===== src/rtl/ora_pkg.sv =====
// Shared types for the ORA golden-response sequencer: FSM states and memory RW encoding.
package ora_pkg;

    typedef enum logic [1:0] {
        IDLE      = 2'd0,
        RUN_FETCH = 2'd1,
        RUN_WAIT  = 2'd2,
        DONE      = 2'd3
    } ora_state_t;

    localparam logic MEM_READ  = 1'b0;
    localparam logic MEM_WRITE = 1'b1;

endpackage


===== src/rtl/ora_cmp.sv =====
// Golden/response comparator with saturating mismatch counter.
// Optional first-fail address capture when ORA_FIRST_FAIL_EN is defined.
module ora_cmp
    import ora_pkg::*;
#(
    parameter int unsigned WORD_SIZE = 8,
    parameter int unsigned ADDR_BITS = 8
) (
    input  logic                 clk,
    input  logic                 rst,
    input  logic                 clr,
    input  logic                 cmp_en,
    input  logic [WORD_SIZE-1:0] a,
    input  logic [WORD_SIZE-1:0] b,
    input  logic [ADDR_BITS-1:0] idx,
`ifdef ORA_FIRST_FAIL_EN
    output logic [ADDR_BITS-1:0] first_fail_addr,
    output logic                 first_fail_valid,
`endif
    output logic [ADDR_BITS:0]   fail_count
);

    localparam logic [ADDR_BITS:0] CNT_ONE = 1;

    logic               w_mismatch;
    logic               w_saturated;
    logic [ADDR_BITS:0] r_fail_count;

    assign w_mismatch  = cmp_en && (a != b);
    assign w_saturated = &r_fail_count;

    always_ff @(posedge clk or posedge rst) begin
        if (rst) begin
            r_fail_count <= '0;
        end else if (clr) begin
            r_fail_count <= '0;
        end else if (w_mismatch && !w_saturated) begin
            r_fail_count <= r_fail_count + CNT_ONE;
        end
    end

    assign fail_count = r_fail_count;

`ifdef ORA_FIRST_FAIL_EN
    logic [ADDR_BITS-1:0] r_first_addr;
    logic                 r_first_valid;

    always_ff @(posedge clk or posedge rst) begin
        if (rst) begin
            r_first_addr  <= '0;
            r_first_valid <= 1'b0;
        end else if (clr) begin
            r_first_addr  <= '0;
            r_first_valid <= 1'b0;
        end else if (w_mismatch && !r_first_valid) begin
            r_first_addr  <= idx;
            r_first_valid <= 1'b1;
        end
    end

    assign first_fail_addr  = r_first_addr;
    assign first_fail_valid = r_first_valid;
`else
    logic w_unused_idx;
    assign w_unused_idx = ^idx;
`endif

endmodule


===== src/rtl/ora_ctrl.sv =====
// LBIST ORA sequencer: loads golden words in IDLE, then walks the memory comparing against CUT responses.
// Define ORA_FIRST_FAIL_EN to add first_fail_addr/first_fail_valid outputs.
module ora_ctrl
    import ora_pkg::*;
#(
    parameter int unsigned WORD_SIZE = 8,
    parameter int unsigned ADDR_BITS = 8
) (
    input  logic                 clk,
    input  logic                 rst,
    input  logic                 start,
    input  logic                 clear,
    input  logic [ADDR_BITS:0]   num_patterns,
    input  logic                 load_valid,
    input  logic                 load_rst,
    input  logic [WORD_SIZE-1:0] load_data,
    input  logic                 resp_valid,
    input  logic [WORD_SIZE-1:0] resp_data,
    output logic                 resp_ready,
    output logic                 mem_en,
    output logic                 mem_rw,
    output logic [ADDR_BITS-1:0] mem_add,
    output logic [WORD_SIZE-1:0] mem_data_w,
    input  logic [WORD_SIZE-1:0] mem_data_r,
    output logic                 busy,
    output logic                 done,
    output logic                 pass,
`ifdef ORA_FIRST_FAIL_EN
    output logic [ADDR_BITS-1:0] first_fail_addr,
    output logic                 first_fail_valid,
`endif
    output logic [ADDR_BITS:0]   fail_count
);

    localparam logic [ADDR_BITS:0]   IDX_ONE = 1;
    localparam logic [ADDR_BITS-1:0] LP_ONE  = 1;

    ora_state_t           r_state;
    ora_state_t           w_next_state;
    logic [ADDR_BITS:0]   r_idx;
    logic [ADDR_BITS:0]   r_n;
    logic [ADDR_BITS-1:0] r_lp;
    logic                 w_start_acc;
    logic                 w_resp_take;
    logic                 w_last;
    logic                 w_write;

    assign w_start_acc = start && ((r_state == IDLE) || (r_state == DONE));
    assign w_resp_take = (r_state == RUN_WAIT) && resp_valid;
    // r_n is never zero in the RUN states, so N-1 cannot underflow here
    assign w_last      = (r_idx == (r_n - IDX_ONE));
    assign w_write     = (r_state == IDLE) && load_valid && !load_rst && !start;

    always_ff @(posedge clk or posedge rst) begin
        if (rst) begin
            r_state <= IDLE;
        end else begin
            r_state <= w_next_state;
        end
    end

    always_comb begin
        w_next_state = r_state;
        case (r_state)
            IDLE, DONE: begin
                if (start) begin
                    w_next_state = (num_patterns == '0) ? DONE : RUN_FETCH;
                end else if (clear && (r_state == DONE)) begin
                    w_next_state = IDLE;
                end
            end
            RUN_FETCH: w_next_state = RUN_WAIT;
            RUN_WAIT: begin
                if (resp_valid) begin
                    w_next_state = w_last ? DONE : RUN_FETCH;
                end
            end
            default: w_next_state = IDLE;
        endcase
    end

    always_comb begin
        busy       = 1'b0;
        done       = 1'b0;
        pass       = 1'b0;
        resp_ready = 1'b0;
        mem_en     = 1'b0;
        mem_rw     = MEM_READ;
        mem_add    = '0;
        mem_data_w = '0;
        case (r_state)
            IDLE: begin
                if (w_write) begin
                    mem_en     = 1'b1;
                    mem_rw     = MEM_WRITE;
                    mem_add    = r_lp;
                    mem_data_w = load_data;
                end
            end
            RUN_FETCH: begin
                busy    = 1'b1;
                mem_en  = 1'b1;
                mem_rw  = MEM_READ;
                mem_add = r_idx[ADDR_BITS-1:0];
            end
            RUN_WAIT: begin
                busy       = 1'b1;
                resp_ready = 1'b1;
            end
            DONE: begin
                done = 1'b1;
                pass = (fail_count == '0);
            end
            default: ;
        endcase
    end

    always_ff @(posedge clk or posedge rst) begin
        if (rst) begin
            r_idx <= '0;
            r_n   <= '0;
            r_lp  <= '0;
        end else begin
            if (w_start_acc) begin
                r_idx <= '0;
                r_n   <= num_patterns;
            end else if (w_resp_take && !w_last) begin
                r_idx <= r_idx + IDX_ONE;
            end
            if (r_state == IDLE) begin
                if (load_rst) begin
                    r_lp <= '0;
                end else if (w_write) begin
                    r_lp <= r_lp + LP_ONE;
                end
            end
        end
    end

    ora_cmp #(
        .WORD_SIZE (WORD_SIZE),
        .ADDR_BITS (ADDR_BITS)
    ) u_cmp (
        .clk              (clk),
        .rst              (rst),
        .clr              (w_start_acc),
        .cmp_en           (w_resp_take),
        .a                (resp_data),
        .b                (mem_data_r),
        .idx              (r_idx[ADDR_BITS-1:0]),
`ifdef ORA_FIRST_FAIL_EN
        .first_fail_addr  (first_fail_addr),
        .first_fail_valid (first_fail_valid),
`endif
        .fail_count       (fail_count)
    );

endmodule

===== config.mk =====
export PLATFORM = sky130hd
export DESIGN_NAME = ora_ctrl
export DESIGN_NICKNAME = d
export VERILOG_FILES = /design/src/rtl/ora_pkg.sv /design/src/rtl/ora_cmp.sv /design/src/rtl/ora_ctrl.sv
export SDC_FILE = /design/constraint.sdc
export NUM_CORES = 1
export LEC_CHECK = 0
export CELL_PAD_IN_SITES_DETAIL_PLACEMENT = 1
export CELL_PAD_IN_SITES_GLOBAL_PLACEMENT = 1
export CORE_UTILIZATION = 25
export CTS_CLUSTER_DIAMETER = 200
export DETAILED_ROUTE_END_ITERATION = 10
export PLACE_DENSITY = 0.66
export SETUP_SLACK_MARGIN = 0.5
export SYNTH_ARGS = -nofsm -noshare
export SYNTH_HDL_FRONTEND = slang
export SYNTH_SLANG_ARGS = --single-unit

===== constraint.sdc =====
create_clock -name clk -period 4.3 [get_ports clk]
set_input_delay 0.86 -clock clk [delete_from_list [all_inputs] [get_ports clk]]
set_output_delay 0.86 -clock clk [all_outputs]
set_load 0.1 [all_outputs]

pins.png
Drawn at 3 px/µm. Pins as bars across the die edge, other pins in grey.
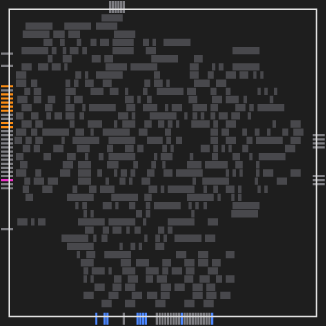
[magenta] resp_ready | pins: 1 | direction: output | edge: west
[orange] load_data | pins: 8 | direction: input | edge: west
[blue] fail_count | pins: 9 | direction: output | edge: south
all pins by edge: 29 west, 29 south, 7 east, 6 north
chip width: 102 µm
number of port buffers: 70

cell_classes.png
Drawn at 4 px/µm. Fill, decap, tap and diode cells in grey.
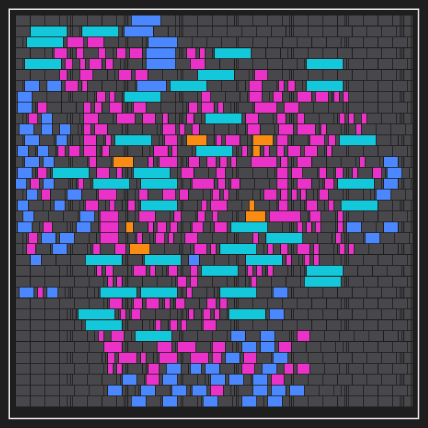
[blue] other buffers and delay cells | cells: 74 | share of their area: 23%
[orange] clock drivers and dummy loads | cells: 8 | share of their area: 2.5%
[cyan] flip-flops | cells: 37 | share of their area: 28%
[magenta] all other logic | cells: 232 | share of their area: 47%
Core Util, Final: 35.7%
sequential share of cell area: 26.7%
FP Rows: 36
final instance area: 3470 µm²

==> impl_metrics.py <==
# Flow results
metrics = {
    "sta": {
        "setup_viol": 0,
        "grt_setup_unrepaired": "false",
        "slew_headroom_pct": 34.2,
        "fin_tns_setup_ns": 0,
        "fin_ws_ns": 1.03,
        "holdWs_ns": 0.511,
    },
    "route": {
        "wl_per_cell_um": 15.2,
        "avgViaCountPerCell": 4.76,
        "first_pass_iters": 4,
        "drc": 0,
        "drtIter0Drc": 84,
        "drt_wl_total_um": 7340,
    },
    "yosys": {
        "ys.flops": 37,
        "async_flop_share_pct": 100,
        "top_cell": "nand2_1",
        "ys_chip_area_um2": 2500,
        "yosys_warnings": 0,
        "synth-edff-count": 0,
        "syn_area_um2": 2500,
        "ys_cells": 281,
        "syn_area_per_cell_um2": 8.88,
        "syn_nets": 331,
    },
    "setup_path": {
        "reg2reg_slack_ns": 1.66,
        "startpoint": "r_state[0]",
        "cp-start-kind": "register",
        "endpoint": "busy",
        "slowest_stage": "clkdlybuf4s50_1",
        "critPathCaptureType": "output port",
        "worstPathArrival_ns": 2.41,
        "cp.required_ns": 3.44,
        "reg2reg_depth": 9,
    },
    "pwr": {
        "power_density_nw_per_um2": 535,
        "intPower_mw": 0.900,
        "p_comb_mw": 1.09,
        "switchingPower_mw": 0.956,
        "swShare_pct": 51.5,
        "maxPowerGroup": "combinational logic",
    },
    "status": {
        "status": "completed",
    },
    "clock_tree": {
        "insertion_delay_ns": 0.29,
        "clock_path_buffers": 2,
        "cts.sinks": 37,
        "cts_tree": "yes",
        "numCtsBuffers": 5,
    },
    "cells_and_area": {
        "layoutNonFillerInstCount": 484,
        "antennaDiodeCount": 0,
    },
    "grt": {
        "grt_max_degree": 38,
        "antenna_found_initial": 0,
        "grt_pass1_vias": 2400,
        "track_usage_pct": 15.4,
        "overflow": 0,
    },
    "worst_hold_path": {
        "min_to": "r_n[8]",
        "hold_path_class": "reg2reg",
        "hp-start": "r_n[8]",
        "worstHoldPathCells": 2,
    },
    "floorplan": {
        "num_io_pins": 71,
        "core_area_um2": 9730,
    },
    "job": {
        "warnings": 31,
        "drv_cap": 0,
    },
    "placed_design": {
        "place_ws_ns": 1.09,
        "placedCellCount": 476,
        "hpwl_um": 5720,
        "gp_congestion": 0.756,
    },
}
clock_map.png
Drawn at 6 px/µm.
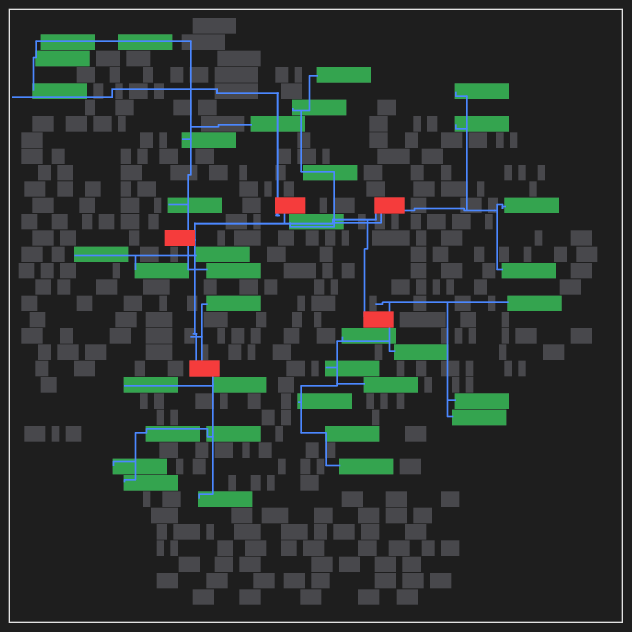
[red] cells driving clock nets | count: 5
[blue] clock wires | length: 564 µm
[green] flip-flops | count: 37
routed clock nets: 6
skew final: 0.00650 ns
clk pwr: 0.239 mW

## per-layer routing
layer | up-vias | wire [µm] | track usage, % | part of all wire, %
li1 | 1124 | - | - | -
met1 | 1128 | 3450 | 20.7 | 47
met2 | 49 | 3560 | 25.9 | 48
met3 | 5 | 291 | 3.01 | 4.0
met4 | 0 | 38 | 2.64 | 0.52
met5 | - | 0 | 0 | 0
## state kept, by name, indices dropped and copies added, names as in the netlist
register          count
r_lp                  8
r_state               2
u_cmp.fail_count      9
r_idx                 9
r_n                   9
## cells in the final DEF, fill, tap and decap left out, types with 4 or more instances in the layout
cell type        instances
buf_12                   6
a22o_1                   9
nand2_1                 38
buf_4                   17
clkdlybuf4s50_1         51
nor2_1                  24
xor2_1                  19
xnor2_1                 10
or3_1                    5
ha_1                    10
a21oi_1                 16
inv_1                   10
clkbuf_8                 5
o21ai_0                  8
nand3_1                 11
nand4_1                  7
nor4_1                   4
and2_1                   9
dfrtp_1                 37
mux2i_1                  5
## critical path: cells and delay by family, from the launching register on
kind                     cells  cell delay [ns]
adder cells (fa/ha/maj)      1             0.43
flip-flops                   1             0.41
buffers and inverters        2             1.28
## layout make-up
| class | instances | area [µm²] |
|---|---|---|
| inverters | 10 | 37.5 |
| multi-input cells | 222 | 1500 |
| repair buffers | 74 | 758 |
| well taps | 133 | 166 |
| fillers | 1168 | 6260 |
| clock inverters | 2 | 10.0 |
| flip-flops and latches | 37 | 926 |
| clock buffers | 6 | 72.6 |
## cell families (layout without fill, tap and decap cells)
kind of cell             Yosys count  count (layout)  share of synthesized area (%)
AND-OR/OR-AND                     55              55                           16.9
XOR/XNOR                          29              29                           10.2
adder cells (fa/ha/maj)           10              10                           5.01
buffers and inverters             22              92                           3.41
flip-flops                        37              37                           37.1
multiplexers                       7               7                           2.91
AND/OR/NAND/NOR                  121             121                           24.5
Power and IR drop assume default switching activity.
